## src/rtl/ldm_stm_sequencer_module.sv

```systemverilog
// Block load/store-multiple sequencer: walks REG_LIST lowest-index first, one word per cycle.
// Optional base writeback state is built only when LDM_STM_WRITEBACK_EN is defined.
module ldm_stm_sequencer_module (
    input  logic        CLK,
    input  logic        RST,
    input  logic        START,
    input  logic        L,
    input  logic        U,
    input  logic        P,
    input  logic        W,
    input  logic [3:0]  RN_ADDRS,
    input  logic [31:0] BASE_DATA,
    input  logic [15:0] REG_LIST,
    input  logic [31:0] MEM_RD_DATA,
    output logic        BUSY,
    output logic        DONE,
    output logic [3:0]  ADDRS_RM,
    output logic [3:0]  ADDRS_RD,
    output logic        WRT_ENA,
    output logic [31:0] WRT_DATA,
    output logic [31:0] MEM_ADDR,
    output logic        MEM_WE,
    output logic        MEM_RE
);

`ifdef LDM_STM_WRITEBACK_EN
    typedef enum logic [2:0] {S_IDLE, S_XFER, S_DRAIN, S_WBACK, S_FIN} state_t;
`else
    typedef enum logic [2:0] {S_IDLE, S_XFER, S_DRAIN, S_FIN} state_t;
`endif

    state_t      state_q, state_d, after_xfer;
    logic        l_q, l_d;
    logic [15:0] rem_q, rem_d;
    logic [31:0] addr_q, addr_d;
    logic        pend_q, pend_d;
    logic [3:0]  pidx_q, pidx_d;

`ifdef LDM_STM_WRITEBACK_EN
    logic        w_q, w_d;
    logic        wsup_q, wsup_d;
    logic [3:0]  rn_q, rn_d;
    logic [31:0] wbv_q, wbv_d;
`else
    logic        unused_wb;
    assign unused_wb = ^{W, RN_ADDRS};
`endif

    logic [4:0]  cnt;
    logic [31:0] four_n;
    logic [31:0] start_addr;
    logic [3:0]  idx;
    logic        last;

    always_comb begin
        cnt = 5'd0;
        for (int i = 0; i < 16; i++) cnt = cnt + {4'd0, REG_LIST[i]};
    end

    assign four_n = {25'd0, cnt, 2'b00};

    always_comb begin
        case ({U, P})
            2'b10:   start_addr = BASE_DATA;
            2'b11:   start_addr = BASE_DATA + 32'd4;
            2'b00:   start_addr = BASE_DATA - four_n + 32'd4;
            default: start_addr = BASE_DATA - four_n;
        endcase
    end

    // Descending scan so the lowest set bit is the final assignment.
    always_comb begin
        idx = 4'd0;
        for (int i = 15; i >= 0; i--) if (rem_q[i]) idx = 4'(i);
    end

    assign last = (rem_q & (rem_q - 16'd1)) == 16'd0;

`ifdef LDM_STM_WRITEBACK_EN
    assign after_xfer = w_q ? S_WBACK : S_FIN;
`else
    assign after_xfer = S_FIN;
`endif

    always_comb begin
        state_d  = state_q;
        l_d      = l_q;
        rem_d    = rem_q;
        addr_d   = addr_q;
        pend_d   = 1'b0;
        pidx_d   = pidx_q;
`ifdef LDM_STM_WRITEBACK_EN
        w_d      = w_q;
        wsup_d   = wsup_q;
        rn_d     = rn_q;
        wbv_d    = wbv_q;
`endif
        BUSY     = (state_q != S_IDLE);
        DONE     = 1'b0;
        ADDRS_RM = 4'd0;
        ADDRS_RD = 4'd0;
        WRT_ENA  = 1'b0;
        WRT_DATA = 32'd0;
        MEM_ADDR = 32'd0;
        MEM_WE   = 1'b0;
        MEM_RE   = 1'b0;

        case (state_q)
            S_IDLE: begin
                if (START) begin
                    l_d     = L;
                    rem_d   = REG_LIST;
                    addr_d  = start_addr;
`ifdef LDM_STM_WRITEBACK_EN
                    w_d     = W;
                    rn_d    = RN_ADDRS;
                    wsup_d  = L & REG_LIST[RN_ADDRS];
                    wbv_d   = U ? BASE_DATA + four_n : BASE_DATA - four_n;
`endif
                    state_d = (REG_LIST == 16'd0) ? S_FIN : S_XFER;
                end
            end
            S_XFER: begin
                MEM_ADDR = addr_q;
                if (l_q) begin
                    MEM_RE   = 1'b1;
                    WRT_ENA  = pend_q;
                    ADDRS_RD = pend_q ? pidx_q : 4'd0;
                    WRT_DATA = pend_q ? MEM_RD_DATA : 32'd0;
                    pend_d   = 1'b1;
                    pidx_d   = idx;
                end else begin
                    MEM_WE   = 1'b1;
                    ADDRS_RM = idx;
                end
                rem_d  = rem_q & ~(16'd1 << idx);
                addr_d = addr_q + 32'd4;
                if (last) state_d = l_q ? S_DRAIN : after_xfer;
            end
            S_DRAIN: begin
                WRT_ENA  = pend_q;
                ADDRS_RD = pidx_q;
                WRT_DATA = MEM_RD_DATA;
                state_d  = after_xfer;
            end
`ifdef LDM_STM_WRITEBACK_EN
            S_WBACK: begin
                // A loaded base register keeps the loaded value.
                if (!wsup_q) begin
                    WRT_ENA  = 1'b1;
                    ADDRS_RD = rn_q;
                    WRT_DATA = wbv_q;
                end
                state_d = S_FIN;
            end
`endif
            S_FIN: begin
                DONE    = 1'b1;
                state_d = S_IDLE;
            end
            default: state_d = S_IDLE;
        endcase
    end

    always_ff @(posedge CLK) begin
        if (RST) begin
            state_q <= S_IDLE;
            l_q     <= 1'b0;
            rem_q   <= 16'd0;
            addr_q  <= 32'd0;
            pend_q  <= 1'b0;
            pidx_q  <= 4'd0;
`ifdef LDM_STM_WRITEBACK_EN
            w_q     <= 1'b0;
            wsup_q  <= 1'b0;
            rn_q    <= 4'd0;
            wbv_q   <= 32'd0;
`endif
        end else begin
            state_q <= state_d;
            l_q     <= l_d;
            rem_q   <= rem_d;
            addr_q  <= addr_d;
            pend_q  <= pend_d;
            pidx_q  <= pidx_d;
`ifdef LDM_STM_WRITEBACK_EN
            w_q     <= w_d;
            wsup_q  <= wsup_d;
            rn_q    <= rn_d;
            wbv_q   <= wbv_d;
`endif
        end
    end

endmodule

```

## config.mk

```make
export PLATFORM = sky130hd
export DESIGN_NAME = ldm_stm_sequencer_module
export DESIGN_NICKNAME = d
export VERILOG_FILES = /design/src/rtl/ldm_stm_sequencer_module.sv
export SDC_FILE = /design/constraint.sdc
export NUM_CORES = 1
export LEC_CHECK = 0
export CAP_MARGIN = 20
export CORE_MARGIN = 1
export CORE_UTILIZATION = 35
export CTS_CLUSTER_DIAMETER = 120
export DETAILED_ROUTE_END_ITERATION = 6
export PLACE_DENSITY = 0.58
export SYNTH_ARGS = -nofsm -noshare
export SYNTH_HDL_FRONTEND = slang
export SYNTH_SLANG_ARGS = --single-unit
```

## constraint.sdc

```tcl
create_clock -name CLK -period 9.3 [get_ports CLK]
set_input_delay 1.395 -clock CLK [delete_from_list [all_inputs] [get_ports CLK]]
set_output_delay 1.395 -clock CLK [all_outputs]
set_load 0.1 [all_outputs]
```

==> summary.txt <==
fresh numbers from the pnr run: cell accounting for the most synthesized area=sky130_fd_sc_hd__dfxtp_1, first-pass detailed-route iteration total=6, Synth Area in XOR/XNOR=7.39%, dominant combinational cell family by area after synthesis=simple AND/OR/NAND/NOR gates, fin nets=1,253, Yosys warning count=0, pwr dens=256 nW/µm², run status=completed, max cap viols=0, CTS tree=done, total cell area reported by yosys after synthesis=6960 µm², die width=143 µm, cell count listed in synth_stat.txt=1,017, DIE HEIGHT=143 µm, Min-Delay Endpoint=l_q, stage-log warning count=37, cell count of the worst reg-to-reg path=9, CTS buffer count=5, Gate Count Post-Synth=1,017, classification of the worst-slack hold path=flop to flop, boundary pin count=168, post-route ant nets=0, setup clock skew after layout=0.00858 ns, Synth Area in Compound Gates=28.2%, startpoint class of the critical path=input pin, part of the power in combinational logic=72.4%, flop and latch count out of synthesis=56, hold depth=2, routability congestion estimate from global placement=0.901, achievable clock frequency=0.124 GHz, number of enable-type register cells in the synthesized netlist=0, syn avg cell area=6.84 µm², Internal Dissipation=0.000984 W, register area share after synthesis=16.1%, post-route DRC violation count=0, CP Data Arrival Time=8.23 ns, buffer count from post-CTS setup fixing=0, worst supply voltage drop on vdd=0.000127 V, final worst setup slack=1.24 ns, proportion of netlist area held by the largest area contributor=16.1%, number of rows created at floorplan=51, endpoints failing setup=0, residual overflow from global routing=0, clock insertion delay at the later pin of the skew report=0.30 ns, number of unique standard cell types used by synthesis=81, Data required, critical path=9.48 ns, top cell types by occurrence after synthesis=sky130_fd_sc_hd__nor2_1 (101), sky130_fd_sc_hd__a21oi_1 (94), sky130_fd_sc_hd__nand2_1 (86), max-slew violation count=0, Setup Slack @ Placement=1.01 ns, final instance area=8890 µm², total area of sequential cells=1120 µm², final worst path period need=8.06 ns, simple-gate portion of the synthesized area=34.0%, critical path launch point=REG_LIST[5], top cell type by instance count after synthesis=sky130_fd_sc_hd__nor2_1, count of inserted antenna diode cells=0, port bufs=162, post-synthesis adder-cell area fraction=7.05%, placed wire-length estimate after detailed placement=18,900 µm, end of the worst register-to-register path=addr_q[20], leading post-synthesis cells by cell area=sky130_fd_sc_hd__dfxtp_1 (16%), sky130_fd_sc_hd__a21oi_1 (6.8%), sky130_fd_sc_hd__and2_1 (6.0%), sky130_fd_sc_hd__nor2_1 (5.4%), sky130_fd_sc_hd__nand2_1 (4.6%), sequential fraction of design power=18.0%, final hold violations=0, combinational gate area=5380 µm², FP Util=35.8%, RSZ-0062 raised after global routing=false, post-synthesis to final-layout area growth=27.7%, final standard cell utilization of the core=45.7%, placed cell areas=8730 µm², relative slew slack=32.4%, r2r setup slk=5.69 ns, final sum of negative setup slack=0 ns, period utilization=86.6%, leakage component of the power=3.10 nW, Final Routed Wirelength=24,600 µm, category of the worst setup path capture point=flop, classification of the worst setup path=input pin to flop, Routed wire per std cell=17.6 µm, Least-Margin Pin Slew=1.01 ns, largest net degree at the start of global routing=97, root buf cell=sky130_fd_sc_hd__clkbuf_16, Reg2Reg Launch Point=state_q[1], switching component of the power=0.00129 W, H-tree depth reported by CTS=2, startpoint of the most critical hold path=l_q, clock transition time at the flip-flop clock pins of the worst setup and hold paths=0.07 ns, crit path to=addr_q[20], area fraction in mux cells=0.431%, overall chip area=20,500 µm², cell area after synthesis=6960 µm², proportion of total power due to net switching=56.8%, share of total power in the clock network=9.6%, filler instances=2,055, post-synth net total=1,139, vias per inst=5.62, layout cell share with drive strength beyond 1=5.04%, buffers from clock root to sink, at most=2, share of flip-flops with an asynchronous set or reset after synthesis=0%, number of antenna violations at the first check in global routing=0, Primary FF master, synth=sky130_fd_sc_hd__dfxtp_1, first-pass GRT wire length=38,000 µm, number of hold buffers added after CTS=0, Std-Cell Core Area=19,500 µm², Num Clock Sinks=56, post-cts gate resize count=0, Worst Path Max Fanout=11, number of global-route vias before repair=7,009, initial drt markers=640
through the flow:
step / power (W) / std cells / hold slack (ns)
floorplan: 0.00163 / 1017 / 0.432
global placement: 0.00204 / 1389 / 0.457
detailed placement: 0.00205 / 1389 / 0.467
CTS: 0.00228 / 1397 / 0.477
global route: 0.00245 / 1397 / 0.503
finish: 0.00228 / 1397 / 0.472
power by group through the flow:
stage	registers, W	clock network, W	logic (W)
floorplan	0.000379	0	0.00126
global placement	0.000410	0	0.00163
detailed placement	0.000413	0	0.00164
CTS	0.000407	0.000222	0.00165
global route	0.000423	0.000230	0.00180
finish	0.000409	0.000218	0.00165
metal layers:
| layer | vias to the layer above | wire length, µm | GRT usage [%] |
|---|---|---|---|
| li1 | 3885 | - | - |
| met2 | 317 | 11300 | 40.1 |
| met3 | 24 | 1830 | 2.98 |
| met4 | 0 | 420 | 5.60 |
| met5 | - | 0 | 0 |
| met1 | 3628 | 11000 | 31.6 |
cells in the final DEF (no fill, tap or decap), drive strengths merged, types with 5 or more instances in the layout:
cell / count
a31oi: 14
inv: 51
nand3: 39
dfxtp: 56
nand2b: 8
fa: 11
or2: 11
o21a: 5
nand3b: 6
xnor2: 32
nand2: 86
or4: 7
ha: 20
and3: 9
a211oi: 24
o31ai: 8
o21ai: 68
buf: 12
or3: 14
o22ai: 8
nor4: 21
clkbuf: 6
nor3: 45
clkdlybuf4s50: 161
o32ai: 5
nor2: 101
a21oi: 95
and2: 67
o211ai: 9
nand4: 11
nor3b: 9
a21o: 9
a22oi: 5
xor2: 24
nor2b: 5
kinds of logic after synthesis:
group	count (synthesis)
DFF	56
muxes	3
adders and majority gates	33
AOI/OAI and AO/OA	303
xor gates and xnor gates	57
and+or+nand+nor	447
buffers and inverters	118
worst max-delay path, cell delays in order:
cell	delay (ns)
sky130_fd_sc_hd__clkdlybuf4s50_1	0.55
sky130_fd_sc_hd__inv_1	0.09
sky130_fd_sc_hd__fa_1	0.56
sky130_fd_sc_hd__fa_1	0.44
sky130_fd_sc_hd__fa_1	0.53
sky130_fd_sc_hd__fa_1	0.42
sky130_fd_sc_hd__inv_1	0.08
sky130_fd_sc_hd__ha_1	0.16
sky130_fd_sc_hd__inv_1	0.06
sky130_fd_sc_hd__fa_1	0.39
sky130_fd_sc_hd__nor2b_1	0.12
sky130_fd_sc_hd__o21ai_0	0.14
sky130_fd_sc_hd__ha_1	0.38
sky130_fd_sc_hd__a21oi_2	0.30
sky130_fd_sc_hd__nand3_1	0.41
sky130_fd_sc_hd__nor3_1	0.34
sky130_fd_sc_hd__a2bb2oi_1	0.18
sky130_fd_sc_hd__nor4_2	0.53
sky130_fd_sc_hd__nand3b_1	0.20
sky130_fd_sc_hd__o31ai_1	0.31
sky130_fd_sc_hd__a311oi_1	0.21
sky130_fd_sc_hd__a2111oi_1	0.43
cell type report:
class,count,area share [%]
inverters,52,2.20
multi-input cells,843,60.5
clock buffers,6,1.45
repair buffers,173,19.1
well taps,265,3.73
clock inverters,2,0.394
flip-flops and latches,56,12.6
flip-flops by register name, summed over array words and instances, names as in the netlist:
register	count
pidx_q	4
addr_q	32
l_q	1
pend_q	1
rem_q	16
state_q	2
Cells by drive strength:
Scale: 3 px per µm.
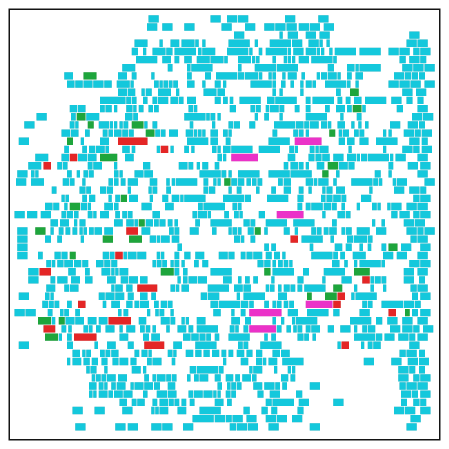
cyan -> x1 and smaller  # cells 1,075, share 95%, most used clkdlybuf4s50_1
green -> x2  # cells 32, share 2.8%, most used or2_2
magenta -> x6 and larger  # cells 6, share 0.53%, most used clkbuf_16
red -> x3 and x4  # cells 19, share 1.7%, most used buf_4

Logic cells by family:
Scale: 3 px per µm.
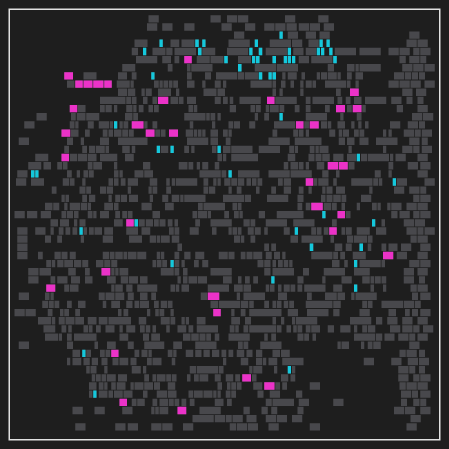
magenta -> non-inverting ao/oa cells  # cells 36, where all over the die
cyan -> inv cells  # cells 52

The metal 3 layer:
Scale: 2 px per µm.
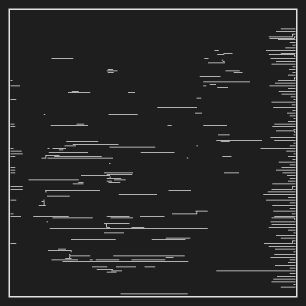
wire length on this layer = 1,830 µm
main direction = horizontal
nets with wire on the layer = 192
share of all routed wire = 7.4%
longest straight run = 78.7 µm

Signal wires on met2:
Scale: 2 px per µm. Cells faint in the background.
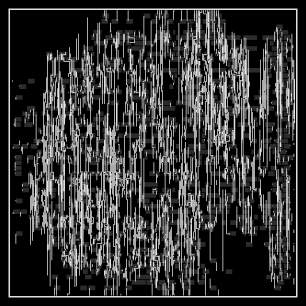
longest straight run = 82.6 µm
share of all routed wire = 46%
main direction = vertical
total via count after detailed routing: 7,854
met2 track demand over resource: 40.1%

Congestion heat map:
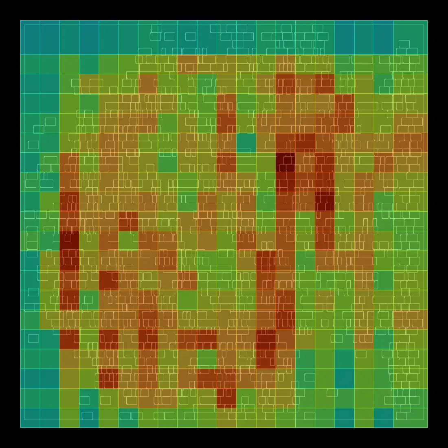
most used routing layer in global routing: met2
overall fraction of global-route tracks in use: 23.7%
global-route met3 utilization: 2.98%

No activity file was given, so power comes from the tool's default toggle rates.
